$ cat config.mk
export PLATFORM = sky130hd
export DESIGN_NAME = figure_move_gen_seq
export DESIGN_NICKNAME = d
export VERILOG_FILES = /design/src/rtl/chess_pkg.sv /design/src/rtl/figure_dir_rom.sv /design/src/rtl/figure_move_gen_seq.sv
export SDC_FILE = /design/constraint.sdc
export NUM_CORES = 1
export LEC_CHECK = 0
export CAP_MARGIN = 20
export CORE_UTILIZATION = 35
export CTS_BUF_LIST = sky130_fd_sc_hd__clkbuf_4
export CTS_CLUSTER_SIZE = 10
export DETAILED_ROUTE_END_ITERATION = 7
export PLACE_DENSITY = 0.63
export SETUP_SLACK_MARGIN = 0.15
export SYNTH_ARGS = -nofsm -noshare
export SYNTH_HDL_FRONTEND = slang
export SYNTH_HIERARCHICAL = 1
export SYNTH_SLANG_ARGS = --single-unit
export TNS_END_PERCENT = 5
$ cat constraint.sdc
create_clock -name clk -period 7 [get_ports clk]
set_clock_uncertainty 0.05 [all_clocks]
set_input_delay 1.4 -clock clk [delete_from_list [all_inputs] [get_ports clk]]
set_output_delay 1.4 -clock clk [all_outputs]
set_load 0.02 [all_outputs]
$ cat src/rtl/chess_pkg.sv
// Piece codes, piece-kind decoding and the signed step type shared by the move generator.
// Pure declarations: no latency, no backpressure.
// Codes outside 1..12 decode to K_NONE so callers can reject them.
package chess_pkg;

    typedef enum logic [3:0] {
        EMPTY    = 4'd0,
        W_PAWN   = 4'd1,
        W_BISHOP = 4'd2,
        W_KNIGHT = 4'd3,
        W_ROOK   = 4'd4,
        W_QUEEN  = 4'd5,
        W_KING   = 4'd6,
        B_PAWN   = 4'd7,
        B_BISHOP = 4'd8,
        B_KNIGHT = 4'd9,
        B_ROOK   = 4'd10,
        B_QUEEN  = 4'd11,
        B_KING   = 4'd12
    } piece_t;

    typedef enum logic [2:0] {
        K_PAWN, K_BISHOP, K_KNIGHT, K_ROOK, K_QUEEN, K_KING, K_NONE
    } kind_t;

    typedef struct packed {
        logic signed [2:0] dr;
        logic signed [2:0] dc;
    } dir_t;

    function automatic logic is_white(input logic [7:0] c);
        return (c >= 8'(W_PAWN)) && (c <= 8'(W_KING));
    endfunction

    function automatic logic is_black(input logic [7:0] c);
        return (c >= 8'(B_PAWN)) && (c <= 8'(B_KING));
    endfunction

    function automatic logic is_empty(input logic [7:0] c);
        return c == 8'(EMPTY);
    endfunction

    function automatic kind_t piece_kind(input logic [7:0] c);
        if (is_white(c)) return kind_t'(3'(c - 8'd1));
        if (is_black(c)) return kind_t'(3'(c - 8'd7));
        return K_NONE;
    endfunction

    function automatic dir_t mk_dir(input int dr, input int dc);
        dir_t d;
        d.dr = 3'(dr);
        d.dc = 3'(dc);
        return d;
    endfunction

endpackage

$ cat src/rtl/figure_dir_rom.sv
// Direction table: (piece kind, colour, direction index) -> step offset, slide flag, last-direction flag.
// Latency: combinational.
// Backpressure: none, pure lookup.
module figure_dir_rom
    import chess_pkg::*;
(
    input  kind_t      kind,
    input  logic       white,
    input  logic [2:0] idx,
    output dir_t       dir,
    output logic       slides,
    output logic       last_dir
);

    function automatic dir_t ortho(input logic [1:0] i);
        case (i)
            2'd0:    return mk_dir(1, 0);
            2'd1:    return mk_dir(-1, 0);
            2'd2:    return mk_dir(0, 1);
            default: return mk_dir(0, -1);
        endcase
    endfunction

    function automatic dir_t diag(input logic [1:0] i);
        case (i)
            2'd0:    return mk_dir(1, 1);
            2'd1:    return mk_dir(1, -1);
            2'd2:    return mk_dir(-1, 1);
            default: return mk_dir(-1, -1);
        endcase
    endfunction

    function automatic dir_t leap(input logic [2:0] i);
        case (i)
            3'd0:    return mk_dir(1, 2);
            3'd1:    return mk_dir(2, 1);
            3'd2:    return mk_dir(2, -1);
            3'd3:    return mk_dir(1, -2);
            3'd4:    return mk_dir(-1, -2);
            3'd5:    return mk_dir(-2, -1);
            3'd6:    return mk_dir(-2, 1);
            default: return mk_dir(-1, 2);
        endcase
    endfunction

    always_comb begin
        dir      = '0;
        slides   = 1'b0;
        last_dir = 1'b1;
        case (kind)
            K_PAWN: begin
                // index 0 is the push, 1 and 2 are the capture diagonals
                dir      = mk_dir(white ? 1 : -1, (idx == 3'd1) ? -1 : ((idx == 3'd2) ? 1 : 0));
                last_dir = idx >= 3'd2;
            end
            K_ROOK: begin
                dir      = ortho(idx[1:0]);
                slides   = 1'b1;
                last_dir = idx >= 3'd3;
            end
            K_BISHOP: begin
                dir      = diag(idx[1:0]);
                slides   = 1'b1;
                last_dir = idx >= 3'd3;
            end
            K_QUEEN, K_KING: begin
                dir      = idx[2] ? diag(idx[1:0]) : ortho(idx[1:0]);
                slides   = kind == K_QUEEN;
                last_dir = idx == 3'd7;
            end
            K_KNIGHT: begin
                dir      = leap(idx);
                last_dir = idx == 3'd7;
            end
            default: ;
        endcase
    end

endmodule

$ cat src/rtl/figure_move_gen_seq.sv
// Sequential pseudo-legal move-mask generator, probing the board RAM one square at a time.
// Latency: 2 cycles per probed square, 1 per direction change, plus INIT and FINISH; done is registered.
// Backpressure: start is ignored while busy; board RAM must return data the cycle after board_rd.
module figure_move_gen_seq
    import chess_pkg::*;
#(
    parameter int N      = 8,
    parameter int CODE_W = 4,
    parameter int POS_W  = 2 * $clog2(N)
) (
    input  logic              clk,
    input  logic              rst,
    input  logic              start,
    input  logic [CODE_W-1:0] figure,
    input  logic [POS_W-1:0]  position,
    output logic              board_rd,
    output logic [POS_W-1:0]  board_addr,
    input  logic [CODE_W-1:0] board_data,
    output logic              busy,
    output logic              done,
    output logic [N*N-1:0]    possible_moves
);

    localparam int H  = POS_W / 2;
    localparam int SW = H + 2;
    localparam int BW = $clog2(N * N);
    localparam logic signed [SW-1:0] NS = SW'(N);

    typedef enum logic [2:0] {IDLE, INIT, STEP, CHECK, NEXT_DIR, FINISH} state_t;

    state_t            state, state_nx;
    logic [CODE_W-1:0] fig_q;
    logic [H-1:0]      org_r, org_c, cur_r, cur_c, tgt_r, tgt_c;
    logic [2:0]        dir_idx;
    logic              first_q;
    logic [N*N-1:0]    mask_q;
    logic              busy_q, done_q;

    logic              white;
    kind_t             kind;
    dir_t              rom_dir;
    logic              rom_slides, rom_last;
    logic signed [2:0] ddr, ddc;
    logic signed [SW-1:0] tr, tc;
    logic              on_board;
    logic [BW-1:0]     bit_idx;
    logic [7:0]        bd;
    logic              pawn_fwd, set_bit, cont;
    logic [H-1:0]      start_row;

    assign white = is_white(8'(fig_q));
    assign kind  = piece_kind(8'(fig_q));

    figure_dir_rom u_rom (
        .kind     (kind),
        .white    (white),
        .idx      (dir_idx),
        .dir      (rom_dir),
        .slides   (rom_slides),
        .last_dir (rom_last)
    );

    // one guard bit plus sign bit so a knight leap past either edge never wraps
    assign ddr      = rom_dir.dr;
    assign ddc      = rom_dir.dc;
    assign tr       = signed'({2'b00, cur_r}) + SW'(ddr);
    assign tc       = signed'({2'b00, cur_c}) + SW'(ddc);
    assign on_board = (tr >= 0) && (tr < NS) && (tc >= 0) && (tc < NS);

    assign board_rd   = (state == STEP) && on_board;
    assign board_addr = board_rd ? {tr[H-1:0], tc[H-1:0]} : '0;

    assign bit_idx   = BW'(int'(tgt_r) * N + int'(tgt_c));
    assign bd        = 8'(board_data);
    assign pawn_fwd  = (kind == K_PAWN) && (dir_idx == 3'd0);
    assign start_row = white ? H'(1) : H'(N - 2);

    always_comb begin
        set_bit = 1'b0;
        cont    = 1'b0;
        if (is_empty(bd)) begin
            // pawn diagonals only ever capture; pushes may double from the start row
            set_bit = (kind != K_PAWN) || pawn_fwd;
            cont    = rom_slides || (pawn_fwd && first_q && (org_r == start_row));
        end else if (white ? is_black(bd) : is_white(bd)) begin
            set_bit = !pawn_fwd;
        end
    end

    always_ff @(posedge clk) begin
        if (rst) state <= IDLE;
        else     state <= state_nx;
    end

    always_comb begin
        state_nx = state;
        case (state)
            IDLE:     if (start) state_nx = INIT;
            INIT:     state_nx = (kind == K_NONE) ? FINISH : STEP;
            STEP:     state_nx = on_board ? CHECK : NEXT_DIR;
            CHECK:    state_nx = cont ? STEP : NEXT_DIR;
            NEXT_DIR: state_nx = rom_last ? FINISH : STEP;
            FINISH:   state_nx = IDLE;
            default:  state_nx = IDLE;
        endcase
    end

    always_ff @(posedge clk) begin
        if (rst) begin
            fig_q   <= '0;
            org_r   <= '0;
            org_c   <= '0;
            cur_r   <= '0;
            cur_c   <= '0;
            tgt_r   <= '0;
            tgt_c   <= '0;
            dir_idx <= '0;
            first_q <= 1'b0;
            mask_q  <= '0;
            busy_q  <= 1'b0;
            done_q  <= 1'b0;
        end else begin
            done_q <= state == FINISH;
            case (state)
                IDLE: if (start) begin
                    fig_q  <= figure;
                    org_r  <= position[POS_W-1:H];
                    org_c  <= position[H-1:0];
                    mask_q <= '0;
                    busy_q <= 1'b1;
                end
                INIT: begin
                    cur_r   <= org_r;
                    cur_c   <= org_c;
                    dir_idx <= '0;
                    first_q <= 1'b1;
                end
                STEP: begin
                    tgt_r <= tr[H-1:0];
                    tgt_c <= tc[H-1:0];
                end
                CHECK: begin
                    if (set_bit) mask_q[bit_idx] <= 1'b1;
                    if (cont) begin
                        cur_r   <= tgt_r;
                        cur_c   <= tgt_c;
                        first_q <= 1'b0;
                    end
                end
                NEXT_DIR: begin
                    dir_idx <= dir_idx + 3'd1;
                    cur_r   <= org_r;
                    cur_c   <= org_c;
                    first_q <= 1'b1;
                end
                FINISH: busy_q <= 1'b0;
                default: ;
            endcase
        end
    end

    assign busy           = busy_q;
    assign done           = done_q;
    assign possible_moves = mask_q;

endmodule

**Run 1: I/O pins on the die edge**

The bar under the picture is 20 um long. Pins as bars across the die edge, other pins in grey.
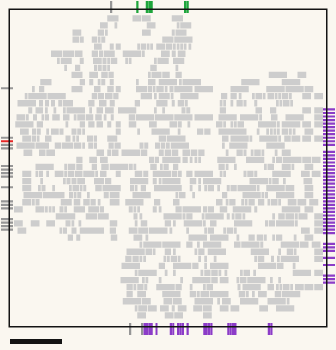
start -> red  # pins 1, direction input, edge left
possible_moves -> purple  # pins 64, direction output, edge 43 right, 21 bottom
board_addr -> green  # pins 6, direction output, edge top
all pins by edge = 43 right, 23 bottom, 17 left, 7 top

**Run 1: wiring heat map**

The die is cut into 24 by 24 equal tiles; white is low, dark blue is high, scaled to the fullest tile. Values are wire area over tile area, all layers added.
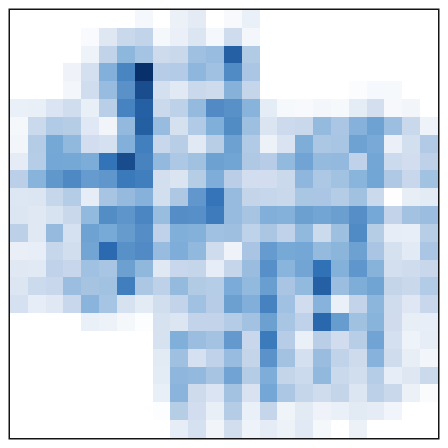
emptiest ninth of the die = lower left
mean over tiles = 0.15
fullest tile = 0.60
nearly empty tiles = 23%
tiles over half the peak = 14%

==> results.md, run 1 <==
| Step | Item | Reported |
|:---|:---|:---|
| grt | Global-route wire length before repair | 22200 um |
| clock tree | H-tree lvl count | 3 |
| pwr | Pwr Total | 1.54 mW |
| final timing | Sum of negative setup slack | 0 ns |
| worst hold path | Worst Hold Depth | 2 |
| logic synthesis | Synth warnings | 6 |
| outcome | Run status | finished, final reports clean |
| place | Final GP Congestion | 0.881 |
| detailed routing | Number of vias per cell | 5.33 |
| final layout | Logic area | 2790 um^2 |
| critical path | Worst-path maximum fanout | 11 |
| logic synthesis | Yosys chip area | 5000 um^2 |
| logic synthesis | Share of cell area taken by muxes after synthesis | 0 |
| grt | Fraction of met1 tracks used by global routing | 0.253 |
| detailed routing | Number of remaining DRC errors | 0 |
| grt | Initial antenna violation count | 0 |
| final timing | Hold violation count in the final report | 0 |
| critical path | Type of the setup path with the least slack | reg2out |
| pwr | Switching component of the power | 0.606 mW |
| logic synthesis | Number of flops mapped to enable cells by yosys | 0 |
| detailed routing | First-iteration detailed-routing DRC count | 505 |
| logic synthesis | Dominant cell type by area after synthesis | dfxtp_1 |
| final timing | Worst-margin pin slew | 0.983 ns |
| grt | Maximum number of pins on one net before global-route repair | 65 |
| logic synthesis | Adder-cell area share of the yosys netlist | 0.0555 |
| pwr | Part of the total power dissipated in combinational logic | 0.356 |
| clock tree | Max Buffers Root-to-Sink | 2 |
| logic synthesis | Area of the mapped netlist | 5000 um^2 |
| final layout | Antenna fix cells | 0 |
| job | Tool warnings | 36 |
| pwr | Comb power | 0.548 mW |
| place | Hpwl dp | 9720 um |
| clock tree | Post-CTS repair timing setup buffer count | 1 |
| final layout | Non-filler cells, final | 877 |
| final timing | WHS | 0.411 ns |
| logic synthesis | Most used standard cell by instance count after synthesis | nand2_1 |
| pwr | Largest power group | sequential cells |
| final timing | Final worst path period need | 6.47 ns |
| clock tree | Skew-Pair Late Insertion Delay | 0.46 ns |
| pwr | Sequential group power | 0.645 mW |
| worst hold path | Worst Min Path Start | possible_moves[57] |
| final timing | # setup viols final | 0 |
| detailed routing | Met3 wirelength from detailed routing | 760 um |
| critical path | Endpoint arrival time on the critical path | 5.02 ns |
| logic synthesis | Share of the synthesized area in the top cell type | 0.380 |
| critical path | Crit-path leading delay family | simple AND/OR/NAND/NOR gates |
**Run 1: zoomed window**

The bar under the picture is 5 um long. Region (51, 75) to (71, 95) um. Cells in grey, sequential cells in the stronger grey; small squares are vias.
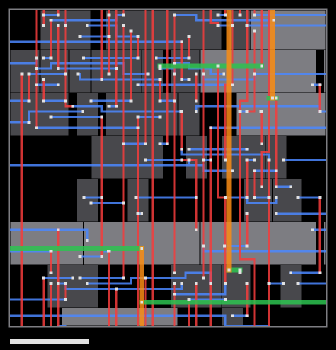
met1 -> blue
met4 -> orange
met2 -> red
met3 -> green
most frequent = dfxtp_1 (6), inv_1 (5), a21oi_1 (5)
netlist names of flops here include = cur_r (2), tgt_r (2)
cells with their middle in the window = 30
sequential cells in the window = 6

[run 1: flip-flops by register name, summed over array words and instances (netlist names)]
signal / flops
cur_r: 3
dir_idx: 3
cur_c: 3
first_q: 1
org_c: 3
busy: 1
fig_q: 4
done: 1
state: 3
possible_moves: 64
tgt_c: 3
tgt_r: 3
org_r: 3
[run 1: cell type report]
type / instances / area share
Multi-Input combinational cell: 466 / 0.453
Sequential cell: 95 / 0.310
Timing Repair Buffer: 100 / 0.161
Tap cell: 180 / 0.0366
Clock inverter: 7 / 0.0163
Inverter: 20 / 0.0122
Clock buffer: 9 / 0.0110
--- run 2 (diff from run 1) ---
--- a/config.mk
+++ b/config.mk
@@ -6,11 +6,13 @@
 export NUM_CORES = 1
 export LEC_CHECK = 0
 export CAP_MARGIN = 20
-export CORE_UTILIZATION = 35
+export CELL_PAD_IN_SITES_DETAIL_PLACEMENT = 0
+export CELL_PAD_IN_SITES_GLOBAL_PLACEMENT = 2
+export CORE_UTILIZATION = 32
 export CTS_BUF_LIST = sky130_fd_sc_hd__clkbuf_4
 export CTS_CLUSTER_SIZE = 10
 export DETAILED_ROUTE_END_ITERATION = 7
-export PLACE_DENSITY = 0.63
+export PLACE_DENSITY = 0.89
 export SETUP_SLACK_MARGIN = 0.15
 export SYNTH_ARGS = -nofsm -noshare
 export SYNTH_HDL_FRONTEND = slang
**Run 2: gate-type map**

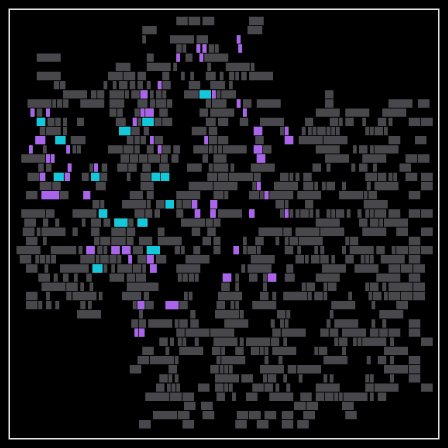
NOR gates -> purple  # cells 56
AND-OR and OR-AND gates -> cyan  # cells 15

**Run 2: I/O pins on the die edge**

The bar under the picture is 50 um long. Pins as bars across the die edge, other pins in grey.
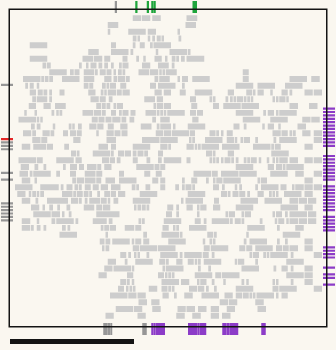
start -> red  # pins 1, direction input, edge left
board_addr -> green  # pins 6, direction output, edge top
possible_moves -> purple  # pins 64, direction output, edge 41 right, 23 bottom

**Run 2: clock nets**

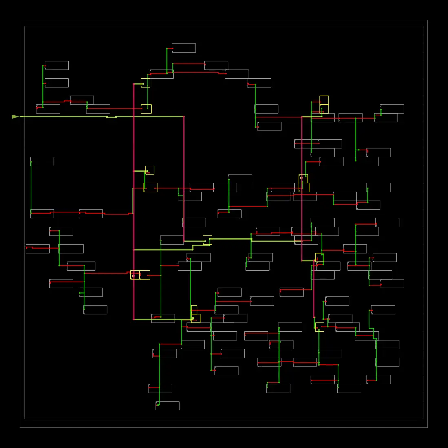
power drawn by the clock network: 0.285 mW
FFs & Latches: 95
total CTS buffers: 9
clkbuf count: 9
number of clock sinks: 95

==> run 2 against run 1 <==
Effect of this change:
- synthesized area did not move
- register-to-register slack worse by 0.03 ns
- count of clock-buffer cells in the layout did not move
- die area grew 9.2%
- power decreased by 3.8%
- sequential cell count did not move
- wire length is 3.9% higher
- combinational power about the same
- critical path type unchanged
==> results.md, run 2 <==
| Step | Item | Reported |
|:---|:---|:---|
| logic synthesis | Share of the synthesized area in the top cell type | 0.380 |
| final layout | Area-dominant class | logic gates |
| place | Final GP Congestion | 0.858 |
| worst hold path | Worst Hold Depth | 2 |
| final layout | Sequential portion of the cell area | 0.311 |
| logic synthesis | Dominant cell type by area after synthesis | dfxtp_1 |
| critical path | Worst-path maximum fanout | 11 |
| pwr | Part of the total power dissipated in combinational logic | 0.370 |
| logic synthesis | Yosys chip area | 5000 um^2 |
| final layout | Non-clock inverters | 20 |
| worst hold path | Worst Min Path Start | possible_moves[54] |
| clock tree | H-tree lvl count | 3 |
| final timing | Sum of negative setup slack | 0 ns |
| logic synthesis | Synth warnings | 6 |
| grt | Global-route wire length before repair | 23000 um |
| final layout | Clk tree area frac | 0.0192 |
| logic synthesis | Most used standard cell by instance count after synthesis | nand2_1 |
| clock tree | Skew-Pair Late Insertion Delay | 0.48 ns |
| final layout | Flip-flop count of the largest register after layout | 64 |
| final timing | Hold violation count in the final report | 0 |
| critical path | Endpoint arrival time on the critical path | 5.08 ns |
| logic synthesis | Share of cell area taken by muxes after synthesis | 0 |
| final layout | Logic area | 2790 um^2 |
| logic synthesis | Adder-cell area share of the yosys netlist | 0.0555 |
| critical path | Type of the setup path with the least slack | reg2out |
| logic synthesis | Area of the mapped netlist | 5000 um^2 |
| final layout | Signal buffers | 101 |
| place | Hpwl dp | 10300 um |
| grt | Maximum number of pins on one net before global-route repair | 65 |
| detailed routing | First-iteration detailed-routing DRC count | 377 |
| outcome | Run status | finished, final reports clean |
| final timing | WHS | 0.415 ns |
| floorplanning | Well tap count | 188 |
| logic synthesis | Number of flops mapped to enable cells by yosys | 0 |
| final layout | Proportion of cell area occupied by multi-input gates | 0.455 |
| clock tree | Post-CTS repair timing setup buffer count | 0 |
| final layout | Non-Clock Buffer Area Fraction | 0.163 |
| final timing | Final worst path period need | 6.53 ns |
| detailed routing | Number of vias per cell | 5.33 |
| final timing | # setup viols final | 0 |
| job | Tool warnings | 36 |
-- run 2: cell counts after synthesis --
Identical to the previous run, type by type.
-- run 2: power groups by stage --
| stage | clock network [mW] | logic (mW) | registers (mW) |
|---|---|---|---|
| floorplan | 0 | 0.429 | 0.620 |
| finish | 0.285 | 0.547 | 0.647 |
| CTS | 0.292 | 0.542 | 0.647 |
| global placement | 0 | 0.529 | 0.658 |
| detailed placement | 0 | 0.538 | 0.658 |
| global route | 0.316 | 0.616 | 0.657 |
-- run 2: critical path: cells and delay by family, from the launching register on --
family | cells | cell delay (ns)
flip-flops | 1 | 0.41
adder cells (fa/ha/maj) | 3 | 0.64
AND-OR/OR-AND | 5 | 1.00
AND/OR/NAND/NOR | 5 | 1.64
buffers and inverters | 3 | 0.89
--- run 3 (diff from run 2) ---
--- a/config.mk
+++ b/config.mk
@@ -5,6 +5,7 @@
 export SDC_FILE = /design/constraint.sdc
 export NUM_CORES = 1
 export LEC_CHECK = 0
+export ABC_CLOCK_PERIOD_IN_PS = 7000
 export CAP_MARGIN = 20
 export CELL_PAD_IN_SITES_DETAIL_PLACEMENT = 0
 export CELL_PAD_IN_SITES_GLOBAL_PLACEMENT = 2
**Run 3: gate-type map**

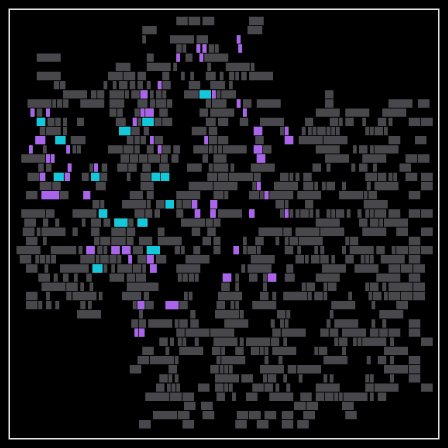
AND-OR and OR-AND gates -> cyan  # cells 15
NOR gates -> purple  # cells 56

**Run 3: clock nets**

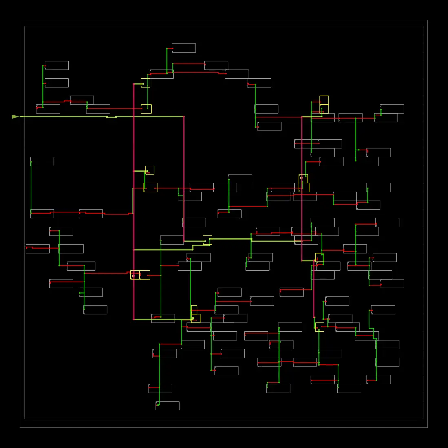
Skew-Pair Late Insertion Delay: 0.48 ns

==> run 3 against run 2 <==
Effect of this change:
- combinational power barely moved
- via count did not move
- wire length unchanged
- critical path depth stayed put
- critical endpoint unchanged
- largest power group unchanged
==> results.md, run 3 <==
| Step | Item | Reported |
|:---|:---|:---|
| clock tree | Max Buffers Root-to-Sink | 2 |
| critical path | Critical path depth in cells | 16 |
| final layout | Signal buffers | 101 |
| clock tree | H-tree lvl count | 3 |
| final layout | Area-dominant class | logic gates |
| logic synthesis | Synth warnings | 6 |
| logic synthesis | Dominant cell type by area after synthesis | dfxtp_1 |
| final timing | Worst-margin pin slew | 0.974 ns |
| final layout | FFs & Latches | 95 |
| logic synthesis | Share of cell area taken by muxes after synthesis | 0 |
| final layout | Logic area | 2790 um^2 |
| worst hold path | Worst Hold Depth | 2 |
| pwr | Pwr Total | 1.48 mW |
| critical path | Type of the setup path with the least slack | reg2out |
| final timing | Hold violation count in the final report | 0 |
| final layout | Non-clock inverters | 20 |
| final layout | Clkbuf count | 9 |
| clock tree | Number of clock sinks | 95 |
| logic synthesis | Number of flops mapped to enable cells by yosys | 0 |
| final layout | Clk tree area frac | 0.0192 |
| detailed routing | Number of remaining DRC errors | 0 |
| outcome | Run status | finished, final reports clean |
**Run 3: wiring heat map**

The die is cut into 25 by 25 equal tiles; white is low, dark blue is high, scaled to the fullest tile. Values are wire area over tile area, all layers added.
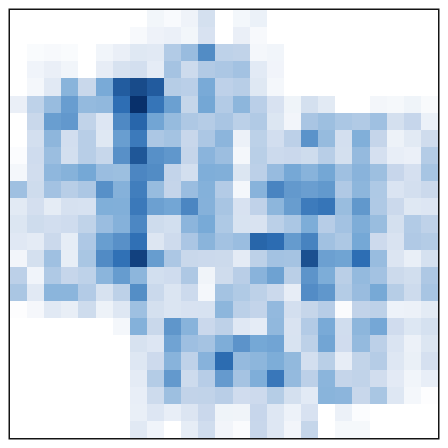
mean over tiles = 0.14
nearly empty tiles = 22%
fullest tile = 0.57
tiles over half the peak = 12%

[run 3: routing by layer]
layer | global-route usage | routed length, um | vias up | part of all wire
met1 | 0.230 | 6470 | 2234 | 0.45
li1 | - | - | 2337 | -
met4 | 0.0644 | 210 | 0 | 0.015
met5 | 0 | 0 | - | 0
met3 | 0.0272 | 621 | 15 | 0.044
met2 | 0.313 | 6940 | 131 | 0.49
[run 3: kinds of logic (layout without fill, tap and decap cells)]
| group | count (synthesis) | count (layout) |
|---|---|---|
| compound gates | 162 | 162 |
| xor+xnor | 3 | 3 |
| fa+ha+maj | 21 | 21 |
| buf+inv | 66 | 136 |
| flops | 95 | 95 |
| simple gates | 280 | 280 |
Power and IR drop assume default switching activity.
